**Met1 routing**

The bar under the picture is 20 µm long.
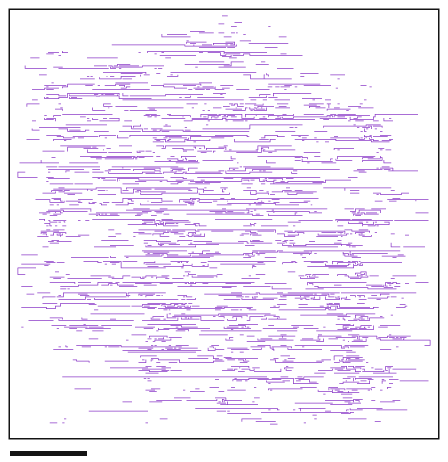
**Met2 routing**

The bar under the picture is 20 µm long. Cells faint in the background.
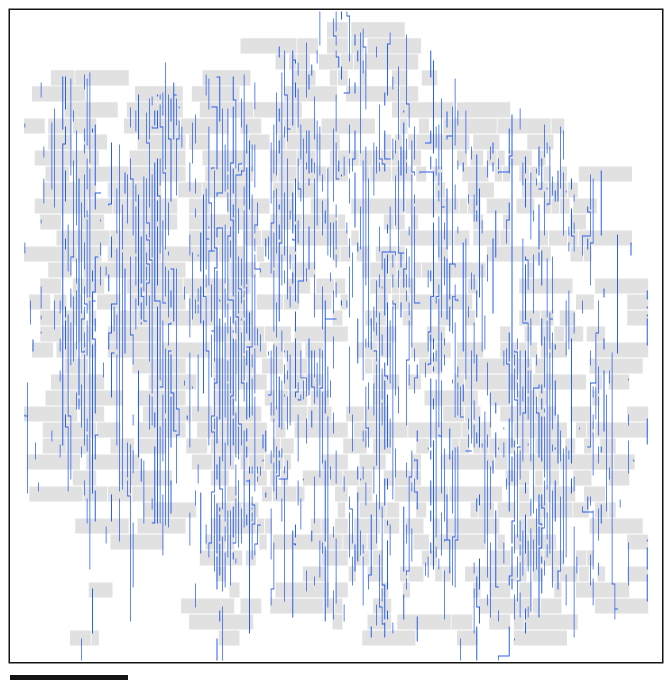
**Metal 3**

The bar under the picture is 20 µm long. Cells faint in the background.
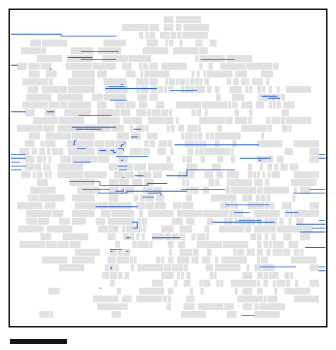
==> config.mk <==
export PLATFORM = sky130hd
export DESIGN_NAME = seq_matcher
export DESIGN_NICKNAME = d
export VERILOG_FILES = /design/src/rtl/seq_matcher.sv
export SDC_FILE = /design/constraint.sdc
export NUM_CORES = 1
export LEC_CHECK = 0
export ABC_CLOCK_PERIOD_IN_PS = 9450
export CAP_MARGIN = 10
export CORE_MARGIN = 2
export CORE_UTILIZATION = 50
export CTS_CLUSTER_SIZE = 12
export DETAILED_ROUTE_END_ITERATION = 12
export PLACE_DENSITY = 0.68
export SLEW_MARGIN = 30
export SYNTH_ARGS = -nofsm -noshare
export SYNTH_HDL_FRONTEND = slang
export SYNTH_SLANG_ARGS = --single-unit
==> constraint.sdc <==
create_clock -name clk -period 9.45 [get_ports clk]
set_input_delay 1.89 -clock clk [delete_from_list [all_inputs] [get_ports clk]]
set_output_delay 1.89 -clock clk [all_outputs]
set_load 0.05 [all_outputs]
==> reports/qor.yml <==
tns_ns: 0
p_int_uw: 924
setup_viol: 0
timing.hold.ws_ns: 0.480
fmax_ghz: 0.168
synthXorXnorAreaFrac_pct: 3.99
period_minus_slack_ns: 5.95
max-vdd-ir-drop_mv: 0.185
top_cells_by_count: "73 x dfrtp_1, 61 x nand2_1, 37 x mux2_2, 34 x mux2i_1, 33 x o21ai_0"
rrSetupSlack_ns: 4.71
antenna_left: 0
h-tree-depth: 3
combPwrFrac_pct: 47.0
fin_util_pct: 55.5
start_kind: "input pin"
power_mw: 1.51
p_seq_share_pct: 30.7
ys_seq_share_pct: 32.0
io-pin-count: 29
synth-compound-area-share_pct: 11.6
place_ws_ns: 2.84
gp_congestion: 0.903
place_inst: 700
final_cell_mix: "72 x dfrtp_1, 61 x nand2_1, 37 x mux2_2"
ys_sh_simple_pct: 15.1
powerDensity_nw_per_um2: 242
reg2reg_depth: 15
area_delta_synth_final_pct: 9.63
netSwitchingFraction_pct: 39.0
grt_max_degree: 74
antenna_found_initial: 0
status: "completed"
crit_path_end_kind: "flip-flop"
clockRootBuffer: "clkbuf_16"
drv_slew: 0
initCoreUtil_pct: 50.6
fin_worst_skew_ns: 0.00929
drt_iter0_markers: 247
fp_nets: 594
diodes: 0
grt_overflow: 0
cp_max_fo: 56
clock_path_buffers: 2
place_area_um2: 5960
wl_per_cell_um: 19.0
area_leaders: "dfrtp_1 32%, mux4_2 7.5%, mux2_2 7.3%"
Notes on 'met1 routing' above:
wire length on this layer: 5790 µm
main direction: horizontal
total wire length: 13.6 mm
GRT met1 Usage: 29.0%
via count: 4415

Notes on 'met2 routing' above:
share of all routed wire: 50%
longest straight run: 58.8 µm
main direction: vertical
wire length on this layer: 6760 µm
grt met2 use: 38.5%

Notes on 'metal 3' above:
share of all routed wire: 4.2%
wire length on this layer: 572 µm
nets with wire on the layer: 52
longest straight run: 29.4 µm
met3 usage: 4.05%

==> worst max-delay path, cell delays in order <==
cell and delay (ns):
buf_4 0.44, nand2b_1 0.18, and2_1 0.21, inv_1 0.06
ha_1 0.13, nand3b_1 0.09, nand2b_1 0.18, nand2_1 0.11
clkinv_1 0.23, ha_1 0.36, xnor2_1 0.76, mux4_1 0.66
nand2_1 0.08, o2111ai_1 0.09, o31ai_1 0.41, nand3_1 0.19
o211ai_1 0.12
==> cell type report <==
| class | instances | area (µm²) | area share [%] |
|---|---|---|---|
| inverters | 31 | 116 | 1.86 |
| multi-input cells | 421 | 3540 | 56.5 |
| flip-flops and latches | 73 | 1830 | 29.2 |
| clock inverters | 3 | 42.5 | 0.680 |
| well taps | 143 | 179 | 2.86 |
| repair buffers | 32 | 312 | 4.98 |
| clock buffers | 11 | 243 | 3.88 |
